File: src/rtl/icache_ctrl_nway_pkg.sv
// Shared definitions for the N-way instruction cache controller: FSM states,
// pipeline control bit positions, request op-codes and the request-accept decision.
package icache_pkg;

    typedef enum logic [2:0] {
        ST_IDLE         = 3'd0,
        ST_LOOKUP       = 3'd1,
        ST_MISS_REQ     = 3'd2,
        ST_REFILL       = 3'd3,
        ST_REPLACE      = 3'd4,
        ST_REPLACE_HOLD = 3'd5,
        ST_OPERATION    = 3'd6
    } state_e;

    localparam int CTRL_STALL = 0;
    localparam int CTRL_FLUSH = 1;

    localparam logic OP_FETCH = 1'b0;
    localparam logic OP_INVAL = 1'b1;

    // Where a newly presented request sends the FSM; shared by IDLE, REPLACE and hit.
    function automatic state_e accept_next(input logic valid, input logic opflag);
        state_e nxt;
        if (!valid) begin
            nxt = ST_IDLE;
        end else if (opflag == OP_INVAL) begin
            nxt = ST_OPERATION;
        end else begin
            nxt = ST_LOOKUP;
        end
        return nxt;
    endfunction

endpackage

File: src/rtl/icache_ctrl_nway_if.sv
// Bundle of pipeline, memory-bus and array-control signals around the cache FSM.
// The slave modport is the controller's view; master is the surrounding cache.
interface icache_ctrl_nway_if #(
    parameter int WAY      = 2,
    parameter int OFFSET_W = 2,
    parameter int WAY_W    = $clog2(WAY)
) ();

    logic                pipeline_icache_valid;
    logic                icache_pipeline_ready;
    logic                pipeline_icache_opflag;
    logic [31:0]         pipeline_icache_ctrl;
    logic                icache_pipeline_stall;
    logic                icache_mem_req;
    logic [7:0]          icache_mem_len;
    logic                mem_icache_addrOK;
    logic                mem_icache_dataOK;
    logic                FSM_rbuf_we;
    logic [31:0]         FSM_rbuf_addr;
    logic [WAY-1:0]      FSM_hit;
    logic [WAY_W-1:0]    FSM_lru_way;
    logic [WAY-1:0]      FSM_use;
    logic [WAY-1:0]      FSM_Data_we;
    logic [WAY-1:0]      FSM_TagV_we;
    logic                FSM_TagV_clr;
    logic [OFFSET_W-1:0] FSM_refill_word;
    logic [WAY_W-1:0]    FSM_choose_way;
    logic                FSM_choose_return;

    modport slave (
        input  pipeline_icache_valid, pipeline_icache_opflag, pipeline_icache_ctrl,
        input  mem_icache_addrOK, mem_icache_dataOK,
        input  FSM_rbuf_addr, FSM_hit, FSM_lru_way,
        output icache_pipeline_ready, icache_pipeline_stall,
        output icache_mem_req, icache_mem_len,
        output FSM_rbuf_we, FSM_use, FSM_Data_we, FSM_TagV_we, FSM_TagV_clr,
        output FSM_refill_word, FSM_choose_way, FSM_choose_return
    );

    modport master (
        output pipeline_icache_valid, pipeline_icache_opflag, pipeline_icache_ctrl,
        output mem_icache_addrOK, mem_icache_dataOK,
        output FSM_rbuf_addr, FSM_hit, FSM_lru_way,
        input  icache_pipeline_ready, icache_pipeline_stall,
        input  icache_mem_req, icache_mem_len,
        input  FSM_rbuf_we, FSM_use, FSM_Data_we, FSM_TagV_we, FSM_TagV_clr,
        input  FSM_refill_word, FSM_choose_way, FSM_choose_return
    );

endinterface

File: src/rtl/icache_ctrl_nway_onehot_to_idx.sv
// One-hot to binary index encoder used to turn the per-way hit vector into a
// read-mux select. An all-zero input encodes to 0.
module onehot_to_idx #(
    parameter int WAY   = 2,
    parameter int IDX_W = $clog2(WAY)
) (
    input  logic [WAY-1:0]   onehot_i,
    output logic [IDX_W-1:0] idx_o
);

    // OR the indices of all set bits; with at most one bit set this is exact.
    always_comb begin
        idx_o = {IDX_W{1'b0}};
        for (int i = 0; i < WAY; i++) begin
            idx_o = idx_o | (onehot_i[i] ? IDX_W'(i) : {IDX_W{1'b0}});
        end
    end

endmodule

File: src/rtl/icache_ctrl_nway.sv
// Control FSM for the N-way L1 instruction cache: lookup, burst refill with
// critical-word forwarding, and set invalidation, driving the cache arrays.
module icache_ctrl_nway
    import icache_pkg::*;
#(
    parameter int WAY      = 2,
    parameter int OFFSET_W = 2,
    parameter int WAY_W    = $clog2(WAY)
) (
    input  logic              clk,
    input  logic              rst,
    icache_ctrl_nway_if.slave io
);

    localparam logic [OFFSET_W-1:0] LAST_WORD = {OFFSET_W{1'b1}};
    localparam logic [7:0]          BURST_LEN = 8'((1 << OFFSET_W) - 1);

    state_e              state_q, state_d;
    logic [WAY_W-1:0]    victim_q, victim_d;
    logic [OFFSET_W-1:0] cnt_q, cnt_d;
    logic                flush_seen_q, flush_seen_d;

    logic [WAY_W-1:0]    hit_idx_s;
    logic [WAY-1:0]      victim_oh_s;
    logic [OFFSET_W-1:0] req_word_s;
    logic                hit_s, stall_s, flush_s;
    logic                unused_ok_s;

    logic                ready_s, rbuf_we_s, mem_req_s, tagv_clr_s, choose_return_s;
    logic [WAY-1:0]      use_s, data_we_s, tagv_we_s;
    logic [OFFSET_W-1:0] refill_word_s;
    logic [WAY_W-1:0]    choose_way_s;

    onehot_to_idx #(.WAY(WAY), .IDX_W(WAY_W)) u_hit_enc (
        .onehot_i (io.FSM_hit),
        .idx_o    (hit_idx_s)
    );

    assign hit_s       = |io.FSM_hit;
    assign stall_s     = io.pipeline_icache_ctrl[CTRL_STALL];
    assign flush_s     = io.pipeline_icache_ctrl[CTRL_FLUSH];
    assign req_word_s  = io.FSM_rbuf_addr[OFFSET_W+1:2];
    assign victim_oh_s = {{(WAY-1){1'b0}}, 1'b1} << victim_q;
    assign unused_ok_s = ^{io.pipeline_icache_ctrl[31:2], io.FSM_rbuf_addr[31:OFFSET_W+2],
                           io.FSM_rbuf_addr[1:0]};

    // State, victim way, beat counter and sticky flush flag.
    always_ff @(posedge clk or posedge rst) begin
        if (rst) begin
            state_q      <= ST_IDLE;
            victim_q     <= {WAY_W{1'b0}};
            cnt_q        <= {OFFSET_W{1'b0}};
            flush_seen_q <= 1'b0;
        end else begin
            state_q      <= state_d;
            victim_q     <= victim_d;
            cnt_q        <= cnt_d;
            flush_seen_q <= flush_seen_d;
        end
    end

    // Next-state and array/pipeline control decode.
    always_comb begin
        state_d         = state_q;
        victim_d        = victim_q;
        cnt_d           = cnt_q;
        flush_seen_d    = flush_seen_q;
        ready_s         = 1'b0;
        rbuf_we_s       = 1'b0;
        mem_req_s       = 1'b0;
        tagv_clr_s      = 1'b0;
        choose_return_s = 1'b0;
        use_s           = {WAY{1'b0}};
        data_we_s       = {WAY{1'b0}};
        tagv_we_s       = {WAY{1'b0}};
        refill_word_s   = {OFFSET_W{1'b0}};
        choose_way_s    = {WAY_W{1'b0}};
        case (state_q)
            ST_IDLE, ST_REPLACE: begin
                ready_s   = 1'b1;
                rbuf_we_s = io.pipeline_icache_valid;
                state_d   = accept_next(io.pipeline_icache_valid, io.pipeline_icache_opflag);
            end
            ST_LOOKUP: begin
                if (hit_s) begin
                    ready_s      = 1'b1;
                    choose_way_s = hit_idx_s;
                    use_s        = io.FSM_hit;
                    rbuf_we_s    = io.pipeline_icache_valid;
                    state_d      = accept_next(io.pipeline_icache_valid, io.pipeline_icache_opflag);
                end else if (flush_s) begin
                    state_d = ST_IDLE;
                end else begin
                    state_d      = ST_MISS_REQ;
                    victim_d     = io.FSM_lru_way;
                    flush_seen_d = 1'b0;
                end
            end
            ST_MISS_REQ: begin
                mem_req_s    = 1'b1;
                flush_seen_d = flush_seen_q | flush_s;
                if (io.mem_icache_addrOK) begin
                    state_d = ST_REFILL;
                    cnt_d   = {OFFSET_W{1'b0}};
                end else begin
                    state_d = ST_MISS_REQ;
                end
            end
            ST_REFILL: begin
                flush_seen_d = flush_seen_q | flush_s;
                if (io.mem_icache_dataOK) begin
                    data_we_s     = victim_oh_s;
                    refill_word_s = cnt_q;
                    cnt_d         = cnt_q + OFFSET_W'(1);
                    // A flush anywhere since the miss kills the forwarded word.
                    if ((cnt_q == req_word_s) && !flush_seen_q && !flush_s) begin
                        ready_s         = 1'b1;
                        choose_return_s = 1'b1;
                        choose_way_s    = victim_q;
                    end else begin
                        ready_s = 1'b0;
                    end
                    if (cnt_q == LAST_WORD) begin
                        tagv_we_s = victim_oh_s;
                        use_s     = victim_oh_s;
                        state_d   = stall_s ? ST_REPLACE_HOLD : ST_REPLACE;
                    end else begin
                        state_d = ST_REFILL;
                    end
                end else begin
                    cnt_d = cnt_q;
                end
            end
            ST_REPLACE_HOLD: begin
                ready_s      = !flush_seen_q;
                choose_way_s = victim_q;
                state_d      = ST_REPLACE;
            end
            ST_OPERATION: begin
                tagv_we_s  = {WAY{1'b1}};
                tagv_clr_s = 1'b1;
                ready_s    = 1'b1;
                state_d    = ST_IDLE;
            end
            default: begin
                state_d = ST_IDLE;
            end
        endcase
    end

    assign io.icache_pipeline_ready = rst ? 1'b0 : ready_s;
    assign io.icache_pipeline_stall = rst ? 1'b0 : ready_s;
    assign io.icache_mem_req        = rst ? 1'b0 : mem_req_s;
    assign io.icache_mem_len        = rst ? 8'd0 : BURST_LEN;
    assign io.FSM_rbuf_we           = rst ? 1'b0 : rbuf_we_s;
    assign io.FSM_use               = rst ? {WAY{1'b0}} : use_s;
    assign io.FSM_Data_we           = rst ? {WAY{1'b0}} : data_we_s;
    assign io.FSM_TagV_we           = rst ? {WAY{1'b0}} : tagv_we_s;
    assign io.FSM_TagV_clr          = rst ? 1'b0 : tagv_clr_s;
    assign io.FSM_refill_word       = rst ? {OFFSET_W{1'b0}} : refill_word_s;
    assign io.FSM_choose_way        = rst ? {WAY_W{1'b0}} : choose_way_s;
    assign io.FSM_choose_return     = rst ? 1'b0 : choose_return_s;

endmodule

File: src/flat_wrapper.sv
// flat-port wrapper written by rule: the top's interface ports become plain ports
module icache_ctrl_nway_flat import icache_pkg::*;
#(
    parameter int WAY      = 2,
    parameter int OFFSET_W = 2,
    parameter int WAY_W    = $clog2(WAY)
)
  (clk, rst, io_pipeline_icache_valid, io_pipeline_icache_opflag, io_pipeline_icache_ctrl, io_mem_icache_addrOK, io_mem_icache_dataOK, io_FSM_rbuf_addr, io_FSM_hit, io_FSM_lru_way, io_icache_pipeline_ready, io_icache_pipeline_stall, io_icache_mem_req, io_icache_mem_len, io_FSM_rbuf_we, io_FSM_use, io_FSM_Data_we, io_FSM_TagV_we, io_FSM_TagV_clr, io_FSM_refill_word, io_FSM_choose_way, io_FSM_choose_return);
  icache_ctrl_nway_if #(.WAY(WAY), .OFFSET_W(OFFSET_W), .WAY_W(WAY_W)) io_i ();
  input  logic clk;
  input  logic rst;
  input wire logic [$bits(io_i.pipeline_icache_valid)-1:0] io_pipeline_icache_valid;
  input wire logic [$bits(io_i.pipeline_icache_opflag)-1:0] io_pipeline_icache_opflag;
  input wire logic [$bits(io_i.pipeline_icache_ctrl)-1:0] io_pipeline_icache_ctrl;
  input wire logic [$bits(io_i.mem_icache_addrOK)-1:0] io_mem_icache_addrOK;
  input wire logic [$bits(io_i.mem_icache_dataOK)-1:0] io_mem_icache_dataOK;
  input wire logic [$bits(io_i.FSM_rbuf_addr)-1:0] io_FSM_rbuf_addr;
  input wire logic [$bits(io_i.FSM_hit)-1:0] io_FSM_hit;
  input wire logic [$bits(io_i.FSM_lru_way)-1:0] io_FSM_lru_way;
  output wire logic [$bits(io_i.icache_pipeline_ready)-1:0] io_icache_pipeline_ready;
  output wire logic [$bits(io_i.icache_pipeline_stall)-1:0] io_icache_pipeline_stall;
  output wire logic [$bits(io_i.icache_mem_req)-1:0] io_icache_mem_req;
  output wire logic [$bits(io_i.icache_mem_len)-1:0] io_icache_mem_len;
  output wire logic [$bits(io_i.FSM_rbuf_we)-1:0] io_FSM_rbuf_we;
  output wire logic [$bits(io_i.FSM_use)-1:0] io_FSM_use;
  output wire logic [$bits(io_i.FSM_Data_we)-1:0] io_FSM_Data_we;
  output wire logic [$bits(io_i.FSM_TagV_we)-1:0] io_FSM_TagV_we;
  output wire logic [$bits(io_i.FSM_TagV_clr)-1:0] io_FSM_TagV_clr;
  output wire logic [$bits(io_i.FSM_refill_word)-1:0] io_FSM_refill_word;
  output wire logic [$bits(io_i.FSM_choose_way)-1:0] io_FSM_choose_way;
  output wire logic [$bits(io_i.FSM_choose_return)-1:0] io_FSM_choose_return;
  assign io_i.pipeline_icache_valid = io_pipeline_icache_valid;
  assign io_i.pipeline_icache_opflag = io_pipeline_icache_opflag;
  assign io_i.pipeline_icache_ctrl = io_pipeline_icache_ctrl;
  assign io_i.mem_icache_addrOK = io_mem_icache_addrOK;
  assign io_i.mem_icache_dataOK = io_mem_icache_dataOK;
  assign io_i.FSM_rbuf_addr = io_FSM_rbuf_addr;
  assign io_i.FSM_hit = io_FSM_hit;
  assign io_i.FSM_lru_way = io_FSM_lru_way;
  assign io_icache_pipeline_ready = io_i.icache_pipeline_ready;
  assign io_icache_pipeline_stall = io_i.icache_pipeline_stall;
  assign io_icache_mem_req = io_i.icache_mem_req;
  assign io_icache_mem_len = io_i.icache_mem_len;
  assign io_FSM_rbuf_we = io_i.FSM_rbuf_we;
  assign io_FSM_use = io_i.FSM_use;
  assign io_FSM_Data_we = io_i.FSM_Data_we;
  assign io_FSM_TagV_we = io_i.FSM_TagV_we;
  assign io_FSM_TagV_clr = io_i.FSM_TagV_clr;
  assign io_FSM_refill_word = io_i.FSM_refill_word;
  assign io_FSM_choose_way = io_i.FSM_choose_way;
  assign io_FSM_choose_return = io_i.FSM_choose_return;
  icache_ctrl_nway #(.WAY(WAY), .OFFSET_W(OFFSET_W), .WAY_W(WAY_W)) u_core (.clk(clk), .rst(rst), .io(io_i));
endmodule
File: config.mk
export PLATFORM = sky130hd
export DESIGN_NAME = icache_ctrl_nway_flat
export DESIGN_NICKNAME = d
export VERILOG_FILES = /design/src/rtl/icache_ctrl_nway_pkg.sv /design/src/rtl/icache_ctrl_nway_if.sv /design/src/rtl/icache_ctrl_nway_onehot_to_idx.sv /design/src/rtl/icache_ctrl_nway.sv /design/src/flat_wrapper.sv
export SDC_FILE = /design/constraint.sdc
export NUM_CORES = 1
export LEC_CHECK = 0
export CAP_MARGIN = 10
export CORE_UTILIZATION = 27
export DETAILED_ROUTE_END_ITERATION = 8
export GPL_ROUTABILITY_DRIVEN = 1
export GPL_TIMING_DRIVEN = 1
export PLACE_DENSITY = 0.89
export SYNTH_ARGS = -nofsm -noshare
export SYNTH_HDL_FRONTEND = slang
export SYNTH_HIERARCHICAL = 1
export SYNTH_SLANG_ARGS = --single-unit
File: constraint.sdc
create_clock -name clk -period 4.1 [get_ports clk]
set_input_delay 0.41 -clock clk [delete_from_list [all_inputs] [get_ports clk]]
set_output_delay 0.41 -clock clk [all_outputs]
set_load 0.05 [all_outputs]
Figure 1. Logic cells by family (run 1).
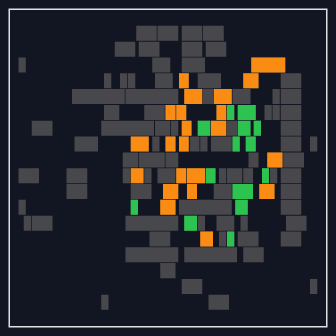
legend:
  inverting AOI/OAI gates:
    colour: orange
    cells: 22
  NAND gates:
    colour: green
    cells: 14
    where: right middle
most frequent logic cell in the layout: clkdlybuf4s50_1
fraction of area in multi-input gates: 44.8%

Figure 2. Metal 2 (run 1).
Cells faint in the background.
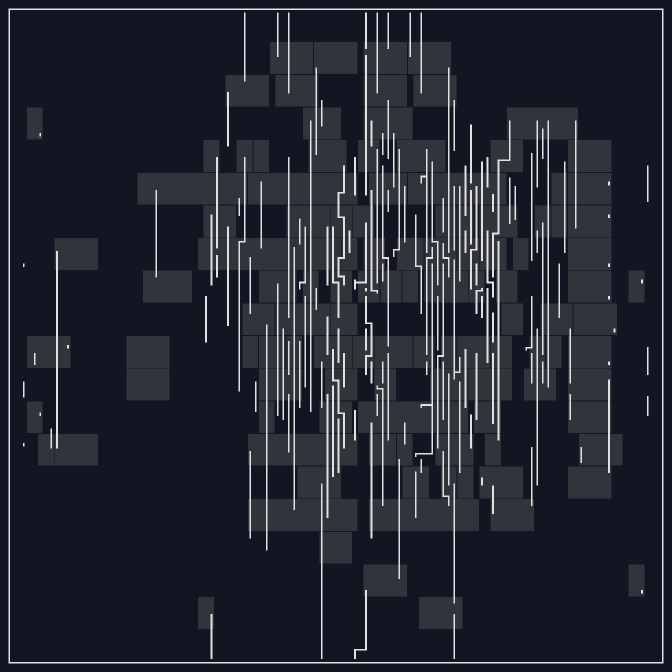
main direction: vertical
longest straight run: 24.1 um
wire length on this layer: 918 um
share of all routed wire: 49%

==> results.cfg, run 1 <==
; implementation run metrics
[outcome]
outcome = finished clean

[synth]
synth.most_common_cell = buf_4
syn_inst = 95
logic_family = AND-OR/OR-AND gates
ys_sh_simple_pct = 25.7
ys_sh_xor_pct = 2.37
synthDistinctLibCells = 38
mux_share_pct = 2.88
yosysSeqAreaShare_pct = 23.7

[timing]
setup_tns_ns = 0
grt_setup_unrepaired = no

[drt]
route.met2.wl_um = 918
vias_per_cell = 5.08
wl_met1_um = 833
routed-via-count = 752
postRouteAntennaNets = 0

[finish]
logic_area_sq_um = 454
areaGrowthSynthToFinish_pct = 37.1
final-nonclk-buf-share_pct = 28.6
lay_top_cells = 29 x clkdlybuf4s50_1, 8 x inv_1, 7 x nor2_1, 7 x dfrtp_1
clkbuf_count = 4
seq_cell_count = 7
postLayoutCoreUtil_pct = 40.2

[floorplanning]
taps = 30

[hold_path]
holdPathEnd = u_core/cnt_q[0]

[setup_path]
slowest_stage = clkdlybuf4s50_1
start_kind = primary input
crit_type = in -> out
cp_max_fo = 8
crit_chain = clkdlybuf4s50_1 > nor3b_1 > nand3_2 > o32ai_2 > clkdlybuf4s50_1
cp-end-kind = output pin
r2r-start = u_core/state_q[0]
r2r_cells = 3

[grt]
grt_use_total_pct = 14.1
grt_first_pass_wirelength_mm = 2.97
grt-ovfl-total = 0
use_met2_pct = 24.4

[pwr]
finalPower_w = 0.000551
ir_drop_uv = 206

[place]
place_hpwl_mm = 1.43
gp_congestion = 0.836
port_buffers = 29
dp_slack_ns = 0.979

[job]
warnings = 86
cap_viol_max_count = 0

[clocking]
cts_tree = yes
cts.clk_slew.worst_paths_ns = 0.05
Figure 3. Cell classes on the final placement (run 1).
The bar under the picture is 20 um long.
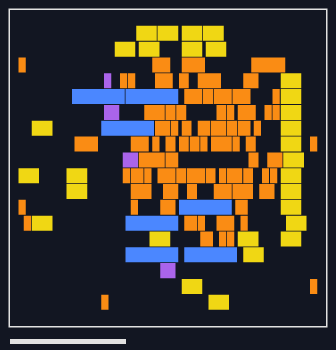
legend:
  clock drivers and dummy loads:
    colour: purple
    cells: 4
    share_of_their_area: 2.7%
  combinational and other logic:
    colour: orange
    cells: 78
    share_of_their_area: 50%
  other buffers and delay cells:
    colour: yellow
    cells: 29
    share_of_their_area: 30%
  flops:
    colour: blue
    cells: 7
    share_of_their_area: 18%

-- run 1: registers in the layout (all words and copies together) (netlist names) --
| register | cells |
|---|---|
| u_core/state_q | 3 |
| u_core/victim_q | 1 |
| u_core/cnt_q | 2 |
| u_core/flush_seen_q | 1 |
-- run 1: power breakdown --
group	internal (W)	total [W]	leakage [nW]	switching [W]
registers	0.0000957	0.000169	0.0846	0.0000731
logic	0.000127	0.000321	0.292	0.000194
clock network	0.0000371	0.0000613	0.0150	0.0000243
-- run 1: worst max-delay path by stage --
stage / from / end / slack, ns
global route: rst / io_icache_pipeline_ready / 0.84
CTS: rst / io_FSM_choose_way / 0.97
finish: rst / io_FSM_choose_way / 0.96
floorplan: u_core/state_q[1] / io_icache_pipeline_stall / 1.23
detailed placement: rst / io_FSM_choose_way / 0.98
global placement: rst / io_FSM_choose_way / 1.01
## Run 2: what changed since run 1
--- a/config.mk
+++ b/config.mk
@@ -6,11 +6,11 @@
 export NUM_CORES = 1
 export LEC_CHECK = 0
 export CAP_MARGIN = 10
-export CORE_UTILIZATION = 27
+export CORE_UTILIZATION = 25
 export DETAILED_ROUTE_END_ITERATION = 8
 export GPL_ROUTABILITY_DRIVEN = 1
 export GPL_TIMING_DRIVEN = 1
-export PLACE_DENSITY = 0.89
+export PLACE_DENSITY = 0.84
 export SYNTH_ARGS = -nofsm -noshare
 export SYNTH_HDL_FRONTEND = slang
 export SYNTH_HIERARCHICAL = 1
==> constraint.sdc (replaced) <==
create_clock -name clk -period 2.9 [get_ports clk]
set_input_delay 0.29 -clock clk [delete_from_list [all_inputs] [get_ports clk]]
set_output_delay 0.29 -clock clk [all_outputs]
set_load 0.05 [all_outputs]
Figure 4. Clock distribution (run 2).
The bar under the picture is 20 um long.
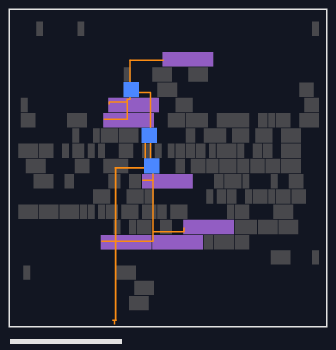
legend:
  clock wires:
    colour: orange
    length: 112 um
  clock drivers:
    colour: blue
    count: 3
  flip-flops:
    colour: purple
    count: 7
routed clock nets: 4

==> results.cfg, run 2 <==
; implementation run metrics
[synth]
synth.most_common_cell = buf_4
syn_inst = 95
yosysSeqAreaShare_pct = 23.7
logic_family = AND-OR/OR-AND gates
ys_sh_simple_pct = 25.7
mux_share_pct = 2.88
synthDistinctLibCells = 38

[grt]
grt-ovfl-total = 0
grt_use_total_pct = 12.0
grt_first_pass_wirelength_mm = 3.06

[outcome]
outcome = finished clean

[job]
cap_viol_max_count = 0
warnings = 86

[setup_path]
r2r_cells = 3
crit_type = in -> out
crit_chain = clkdlybuf4s50_1 > and4b_1 > a32oi_1 > nor3_1 > clkdlybuf4s50_1
r2r-start = u_core/state_q[0]
start_kind = primary input
setup.worst_path.end = io_FSM_use[1]
cp-startpoint = io_mem_icache_dataOK
cp-end-kind = output pin

[place]
port_buffers = 29
place_hpwl_mm = 1.46
gp_congestion = 0.837

[drt]
routed-via-count = 748
postRouteAntennaNets = 0
vias_per_cell = 4.99

[timing]
setup_tns_ns = 0
grt_setup_unrepaired = no

[finish]
top_register = u_core/state_q
postLayoutCoreUtil_pct = 35.9
areaGrowthSynthToFinish_pct = 35.2
lay_top_count = clkdlybuf4s50_1
largest_register_ff_count = 3

[clocking]
cts.clk_slew.worst_paths_ns = 0.05
cts_tree = yes

[pwr]
ir_drop_uv = 341
p_sw_w = 0.000409
clock_power_w = 0.0000850
swShare_pct = 53.1
p_seq_w = 0.000237
finalPower_w = 0.000770
pwr-share-clk_pct = 11.0
p_int_w = 0.000361
powerComb_w = 0.000448

[hold_path]
holdPathEnd = u_core/cnt_q[1]
Figure 5. Placement view (run 2).
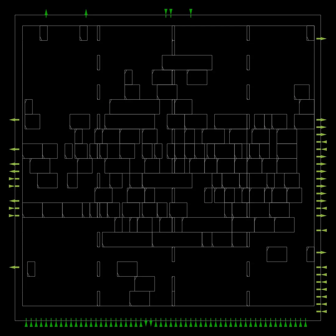
Non-Filler Instances: 150
num sequential: 7
Tap Cells: 31

-- run 2: metal layers --
layer | up-vias | wire length [um] | global-route usage, %
met5 | - | 0 | 0
met4 | 0 | 27 | 6.27
met3 | 2 | 130 | 1.15
met2 | 39 | 812 | 16.3
met1 | 333 | 924 | 18.4
li1 | 374 | - | -
-- run 2: final cells by class --
type / count / share of cell area [%]
clock buffer: 4 / 2.63
multi-input combinational: 70 / 45.4
inverter: 8 / 3.00
tap: 31 / 3.88
sequential: 7 / 17.5
timing repair buffer: 30 / 27.5
-- run 2: worst max-delay path, delay by kind of cell --
kind,cells,cell delay (ns)
AND-OR/OR-AND,1,0.10
AND/OR/NAND/NOR,2,0.39
buffers and inverters,2,1.49
Power is estimated from default activity; no workload was simulated.
